Figure 1. The metal 3 layer.
Bar = 50 µm.
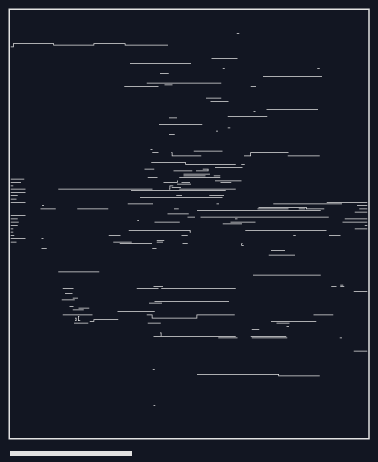
Figure 2. M2 wires.
Cells faint in the background.
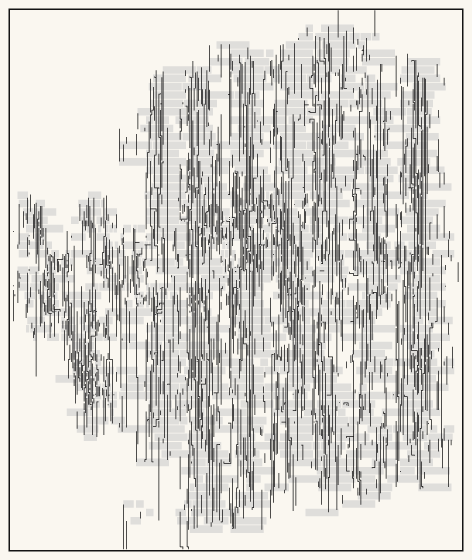
File: config.mk
export PLATFORM = sky130hd
export DESIGN_NAME = usb_ctrl_in_ep_buf
export DESIGN_NICKNAME = d
export VERILOG_FILES = /design/src/rtl/usb_ep_pkg.sv /design/src/rtl/usb_ep_pkt_ram.sv /design/src/rtl/usb_ctrl_in_ep_buf.sv
export SDC_FILE = /design/constraint.sdc
export NUM_CORES = 1
export LEC_CHECK = 0
export ABC_AREA = 0
export CAP_MARGIN = 40
export CORE_ASPECT_RATIO = 1.2
export CORE_MARGIN = 2
export CORE_UTILIZATION = 45
export CTS_BUF_LIST = sky130_fd_sc_hd__clkbuf_4 sky130_fd_sc_hd__clkbuf_8
export DETAILED_ROUTE_END_ITERATION = 8
export PLACE_DENSITY = 0.68
export SYNTH_ARGS = -nofsm -noshare
export SYNTH_HDL_FRONTEND = slang
export SYNTH_SLANG_ARGS = --single-unit
export TNS_END_PERCENT = 1
File: constraint.sdc
create_clock -name clk -period 3.01 [get_ports clk]
set_clock_uncertainty 0.05 [all_clocks]
set_input_delay 0.602 -clock clk [delete_from_list [all_inputs] [get_ports clk]]
set_output_delay 0.602 -clock clk [all_outputs]
set_load 0.05 [all_outputs]
File: src/rtl/usb_ep_pkg.sv
// -----------------------------------------------------------------------------
// usb_ep_pkg
// Shared definitions for the USB IN endpoint buffer:
//   - ep_state_e           : endpoint buffer FSM states
//   - DEFAULT_MAX_PKT_SIZE : default packet buffer depth (bMaxPacketSize0)
// -----------------------------------------------------------------------------
package usb_ep_pkg;

    localparam int DEFAULT_MAX_PKT_SIZE = 32;

    typedef enum logic [1:0] {
        ST_FILL     = 2'd0,  // endpoint writes bytes, IN tokens get NAK
        ST_READY    = 2'd1,  // packet committed, waiting for an IN token
        ST_SENDING  = 2'd2,  // engine is popping bytes
        ST_WAIT_ACK = 2'd3   // packet sent, waiting for the host handshake
    } ep_state_e;

endpackage

File: src/rtl/usb_ep_pkt_ram.sv
// -----------------------------------------------------------------------------
// usb_ep_pkt_ram
// Packet storage: DEPTH x 8 bit memory, one synchronous write port and one
// asynchronous read port so the transmit byte falls through without latency.
// Ports:
//   clk_i   : clock
//   we_i    : write enable
//   waddr_i : write address
//   wdata_i : write data
//   raddr_i : read address
//   rdata_o : read data (combinational)
// -----------------------------------------------------------------------------
module usb_ep_pkt_ram #(
    parameter int DEPTH = 32,
    parameter int AW    = $clog2(DEPTH)
) (
    input  logic          clk_i,
    input  logic          we_i,
    input  logic [AW-1:0] waddr_i,
    input  logic [7:0]    wdata_i,
    input  logic [AW-1:0] raddr_i,
    output logic [7:0]    rdata_o
);

    // Sized to the full address space so any raddr_i value stays in range.
    logic [7:0] mem_q [2**AW];

    // NOTE: the storage array has no reset; its contents are only meaningful
    // below the committed byte count, which is what gets cleared on reset.
    always_ff @(posedge clk_i) begin
        if (we_i) begin
            mem_q[waddr_i] <= wdata_i;
        end
    end

    assign rdata_o = mem_q[raddr_i];

endmodule

File: src/rtl/usb_ctrl_in_ep_buf.sv
// -----------------------------------------------------------------------------
// usb_ctrl_in_ep_buf
// Single-packet IN endpoint buffer between a control endpoint and the USB
// full-speed transmit engine. Collects bytes into one packet, answers IN
// tokens with DATA/NAK/STALL, tracks the DATA0/DATA1 toggle, retransmits on
// handshake timeout and reports host ACK to the endpoint.
// Ports:
//   clk, reset (sync, active-high)
//   in_ep_req/grant, in_ep_data_free/put/data/data_done, in_ep_stall,
//   in_ep_acked                        : endpoint side
//   setup_token                        : SETUP seen on this endpoint
//   tx_in_token, tx_data_avail/get/data, tx_pid_data1, tx_rsp_nak,
//   tx_rsp_stall, rx_ack, tx_timeout   : protocol engine side
// -----------------------------------------------------------------------------
module usb_ctrl_in_ep_buf
    import usb_ep_pkg::*;
#(
    parameter int MAX_PKT_SIZE = DEFAULT_MAX_PKT_SIZE
) (
    input  logic       clk,
    input  logic       reset,
    input  logic       in_ep_req,
    output logic       in_ep_grant,
    output logic       in_ep_data_free,
    input  logic       in_ep_data_put,
    input  logic [7:0] in_ep_data,
    input  logic       in_ep_data_done,
    input  logic       in_ep_stall,
    output logic       in_ep_acked,
    input  logic       setup_token,
    input  logic       tx_in_token,
    output logic       tx_data_avail,
    input  logic       tx_data_get,
    output logic [7:0] tx_data,
    output logic       tx_pid_data1,
    output logic       tx_rsp_nak,
    output logic       tx_rsp_stall,
    input  logic       rx_ack,
    input  logic       tx_timeout
);

    localparam int CW = $clog2(MAX_PKT_SIZE + 1);
    localparam int AW = $clog2(MAX_PKT_SIZE);
    localparam logic [CW-1:0] FULL = CW'(MAX_PKT_SIZE);
    localparam logic [CW-1:0] LAST = CW'(MAX_PKT_SIZE - 1);
    localparam logic [CW-1:0] ONE  = CW'(1);

    ep_state_e     state_q, state_d;
    // Writes are strictly sequential from zero, so the byte count doubles as
    // the write pointer.
    logic [CW-1:0] count_q, count_d;
    logic [CW-1:0] rd_ptr_q, rd_ptr_d;
    logic          toggle_q, toggle_d;
    logic          stall_q, stall_d;
    logic          acked_q, acked_d;

    logic          wr_en;
    logic          get_en;

    assign in_ep_grant     = in_ep_req;
    assign in_ep_data_free = (state_q == ST_FILL) && (count_q < FULL);
    assign tx_data_avail   = (state_q == ST_SENDING) && (rd_ptr_q < count_q);
    assign tx_pid_data1    = toggle_q;
    assign tx_rsp_nak      = (state_q == ST_FILL) && !stall_q;
    assign tx_rsp_stall    = stall_q;
    assign in_ep_acked     = acked_q;

    // SETUP and STALL pre-empt everything else in their cycle, including a
    // byte write, so the RAM only sees writes the FSM actually counts.
    assign wr_en  = in_ep_data_put && in_ep_grant && in_ep_data_free &&
                    !setup_token && !in_ep_stall;
    assign get_en = tx_data_get && tx_data_avail;

    usb_ep_pkt_ram #(
        .DEPTH (MAX_PKT_SIZE),
        .AW    (AW)
    ) u_ram (
        .clk_i   (clk),
        .we_i    (wr_en),
        .waddr_i (count_q[AW-1:0]),
        .wdata_i (in_ep_data),
        .raddr_i (rd_ptr_q[AW-1:0]),
        .rdata_o (tx_data)
    );

    // NOTE: every variable gets a default at the top of the block so no path
    // leaves one unassigned and no latch is inferred.
    always_comb begin
        state_d  = state_q;
        count_d  = count_q;
        rd_ptr_d = rd_ptr_q;
        toggle_d = toggle_q;
        stall_d  = stall_q;
        acked_d  = 1'b0;

        if (setup_token) begin
            // First data stage after SETUP is always DATA1.
            state_d  = ST_FILL;
            count_d  = '0;
            rd_ptr_d = '0;
            toggle_d = 1'b1;
            stall_d  = 1'b0;
        end else if (in_ep_stall) begin
            stall_d = 1'b1;
        end else begin
            unique case (state_q)
                ST_FILL: begin
                    if (wr_en) begin
                        count_d = count_q + ONE;
                    end
                    if (in_ep_data_done || (wr_en && count_q == LAST)) begin
                        state_d = ST_READY;
                    end
                end
                ST_READY: begin
                    if (tx_in_token && !stall_q) begin
                        state_d  = ST_SENDING;
                        rd_ptr_d = '0;
                    end
                end
                ST_SENDING: begin
                    if (get_en) begin
                        rd_ptr_d = rd_ptr_q + ONE;
                    end
                    if (rd_ptr_q == count_q) begin
                        state_d = ST_WAIT_ACK;
                    end
                end
                ST_WAIT_ACK: begin
                    // ACK wins over a simultaneous IN token; that token is
                    // then NAKed from FILL.
                    if (rx_ack) begin
                        state_d  = ST_FILL;
                        count_d  = '0;
                        rd_ptr_d = '0;
                        toggle_d = !toggle_q;
                        acked_d  = 1'b1;
                    end else if (tx_timeout) begin
                        state_d = ST_READY;
                    end else if (tx_in_token && !stall_q) begin
                        state_d  = ST_SENDING;
                        rd_ptr_d = '0;
                    end
                end
                default: state_d = ST_FILL;
            endcase
        end
    end

    // NOTE: state is updated with non-blocking assignments so every register
    // samples the pre-edge values computed above.
    always_ff @(posedge clk) begin
        if (reset) begin
            state_q  <= ST_FILL;
            count_q  <= '0;
            rd_ptr_q <= '0;
            toggle_q <= 1'b0;
            stall_q  <= 1'b0;
            acked_q  <= 1'b0;
        end else begin
            state_q  <= state_d;
            count_q  <= count_d;
            rd_ptr_q <= rd_ptr_d;
            toggle_q <= toggle_d;
            stall_q  <= stall_d;
            acked_q  <= acked_d;
        end
    end

endmodule

==> flow_summary.json <==
{
  "relSlewSlack_pct": 45.96,
  "clk-power_w": 0.00299,
  "cts.sinks": 278,
  "place_area_um2": 12160,
  "slew_viol_final": 0,
  "synth.cell_area_um2": 11090,
  "log.warning_count": 32,
  "synth_nets": 615,
  "grt_pass1_vias": 6054,
  "p_switching_w": 0.001437,
  "place_ws_ns": 0.1460,
  "pin_count": 34,
  "synth_flops": 278,
  "chipArea_um2": 25920,
  "top_power_group": "registers",
  "wl_met3_um": 1481,
  "cts.hold.buffers_added": 0,
  "row_count": 62,
  "seq_cell_power_w": 0.00422,
  "grt_max_degree": 33,
  "syn_inst": 585,
  "ys_seq_share_pct": 73.29,
  "gp_congestion": 0.8370,
  "antenna_found_initial": 0,
  "cts_setup_buffers": 2,
  "hold_path_end": "count_q[5]",
  "seq_share_pct": 60.86,
  "ir_drop_mv": 0.2912,
  "power_frac_seq_pct": 57.3,
  "clockBufferDepth": 3,
  "worstReg2RegStart": "count_q[2]",
  "area_growth_syn_to_layout_pct": 20.54,
  "finalCritPeriodShare_pct": 108.4,
  "cell_internal_pwr_w": 0.005924,
  "drive_gt1_share_pct": 33.10,
  "grt_usage_pct": 18.18,
  "crit_arrival_ns": 2.61,
  "powerDensity_nw_per_um2": 550.7,
  "edf_count": 256,
  "pg_comb_w": 0.000154,
  "finalSetupTns_ns": -1.669,
  "ys_warn_count": 0,
  "ant_nets": 0,
  "drt-pass1-iter-count": 5,
  "highest_layer": "met4",
  "fin_area_um2": 13370,
  "critPathRequiredTime_ns": 2.36,
  "via_per_inst": 5.642,
  "netlist_top_cells_count": "edfxtp_1 (256), mux4_2 (64), nor2_1 (49)",
  "critPathMaxFanout": 7,
  "post-dp-hpwl_um": 14750,
  "grt_pass1_wl_um": 35450,
  "tritoncts": "yes",
  "reg2reg_setup_slack_ns": 0.58,
  "grt.busiest_layer": "met2",
  "layout_min_cycle_time_ns": 3.262,
  "synth.avg_cell_area_um2": 18.96,
  "yosysTopAreaCell": "edfxtp_1",
  "clk_pin_slew_ns": 0.06,
  "finalHoldViolations": 0,
  "drc": 0,
  "initial_utilization_pct": 46.11,
  "buffer_area_share_pct": 7.563,
  "tightest_slew_ns": 0.8089,
  "synth-main-ff-cell": "edfxtp_1",
  "post-route-util_pct": 55.58,
  "crit_path_end": "tx_data[2]",
  "violations": "setup timing",
  "final-comb-area_um2": 2968,
  "worst_hold_slack_ns": 0.4622,
  "instances_no_fill": 1042,
  "ys_area_um2": 11090,
  "met2_length_um": 11980,
  "topCellsByArea": "edfxtp_1 (69%), mux4_2 (13%), dfxtp_1 (4.0%), nor2_1 (1.7%), mux2i_1 (1.4%)",
  "rsz0062_at_grt": "true",
  "holdCritPathClass": "flop to flop",
  "swShare_pct": 19.52,
  "synth.distinct_cells": 43,
  "end_kind": "output pin",
  "port_buffers": 33,
  "crit_type": "flop to output pin",
  "core-area_um2": 24050,
  "fmax_mhz": 306.6,
  "most_common_cell": "edfxtp_1",
  "antennaDiodeCount": 0,
  "worst_slack_ns": -0.2515,
  "placedCellCount": 961,
  "yosys-stat-cells": 585,
  "power.total_w": 0.007361,
  "seq_cells": 278,
  "hp-start": "count_q[5]",
  "die_h_um": 176.0,
  "die_w_um": 147.3,
  "taps": 320,
  "n_all_inverters": 11,
  "comb_power_share_pct": 2.1,
  "comb_share_pct": 22.20,
  "maxCapViolCount": 0,
  "clock_buffers": 62,
  "clk_latency_ns": 0.53,
  "dr.first_iter.drc_count": 406,
  "fin_nets": 726,
  "logic_gate_count": 269,
  "fillCellCount": 1815,
  "signal_buffers": 93,
  "pwr-share-clk_pct": 40.6,
  "clock_area_share_pct": 6.066,
  "wire_per_inst_um": 22.43,
  "largest_class": "registers",
  "synthArstFlopShare_pct": 0,
  "setup_viol_count_final": 8,
  "met1_usage_pct": 23.29,
  "holdPathStages": 2,
  "status": "complete, but fails checks",
  "met1_length_um": 9249,
  "leakagePower_nw": 4.253,
  "numCtsBuffers": 43,
  "grt_remaining_overflow": 0,
  "netlist.area_leader.share_pct": 69.32,
  "rr_worst_depth": 8,
  "worst_setup_path_start_kind": "flop",
  "cts.htree.levels": 2,
  "cts_resized": 22,
  "flop_area_um2": 8135,
  "clock-root-buffer": "clkbuf_8"
}
Back to the opening pictures, Figure 1:
main direction	horizontal
share of all routed wire	6.3%
longest straight run	52.4 µm
wire length on this layer	1480 µm
nets with wire on the layer	101
Post-Route WL: 23370 µm
Vias: 5879
met3 GRT Util: 3.798%

Back to the opening pictures, Figure 2:
longest straight run	80.6 µm
main direction	vertical
wire length on this layer	12000 µm
met2 usage: 31.19%

-- flip-flops by register name, summed over array words and instances, names as in the netlist, named ones only --
| register | cells |
|---|---|
| count_q | 6 |
| in_ep_acked | 1 |
| rd_ptr_q | 6 |
| state_q | 2 |
| tx_pid_data1 | 1 |
| tx_rsp_stall | 1 |
| u_ram.mem_q | 256 |
-- critical path, stage by stage (launching register included) --
cell and delay [ns]:
dfxtp_4 0.38, buf_12 0.12, clkbuf_16 0.17, mux4_2 0.51, mux2_4 0.30, a221oi_4 0.29, a221oi_2 0.08, clkbuf_16 0.22
-- kinds of logic after synthesis --
family,count (synthesis),share of synthesized area (%)
AOI/OAI and AO/OA,50,3.419
xor gates and xnor gates,4,0.3159
adders and majority gates,11,1.241
buffers and inverters,38,1.839
DFF,278,73.29
muxes,88,15.25
and+or+nand+nor,116,4.637
-- placed cells by master, fill, tap and decap left out, types with 3 or more instances in the layout --
master | synthesis | layout
a21oi_1 | 6 | 6
a221oi_2 | 0 | 7
a221oi_4 | 0 | 7
a31o_2 | 3 | 3
buf_12 | 0 | 11
buf_4 | 4 | 50
clkbuf_16 | 0 | 5
clkbuf_4 | 0 | 18
clkbuf_8 | 0 | 44
clkdlybuf4s50_1 | 0 | 24
clkinv_1 | 0 | 5
dfxtp_1 | 22 | 18
dfxtp_2 | 0 | 3
edfxtp_1 | 256 | 256
ha_1 | 11 | 11
inv_1 | 11 | 11
mux2_2 | 8 | 5
mux2_4 | 0 | 3
mux2i_1 | 16 | 10
mux2i_2 | 0 | 6
mux4_2 | 64 | 64
nand2_1 | 33 | 32
nand3_1 | 9 | 9
nand4_1 | 5 | 5
nor2_1 | 49 | 49
nor2b_1 | 7 | 6
nor3_1 | 3 | 3
o21ai_0 | 5 | 5
o22ai_1 | 4 | 4
xnor2_1 | 4 | 4
Power figures rest on the tool's default switching activity, not on a simulated workload.
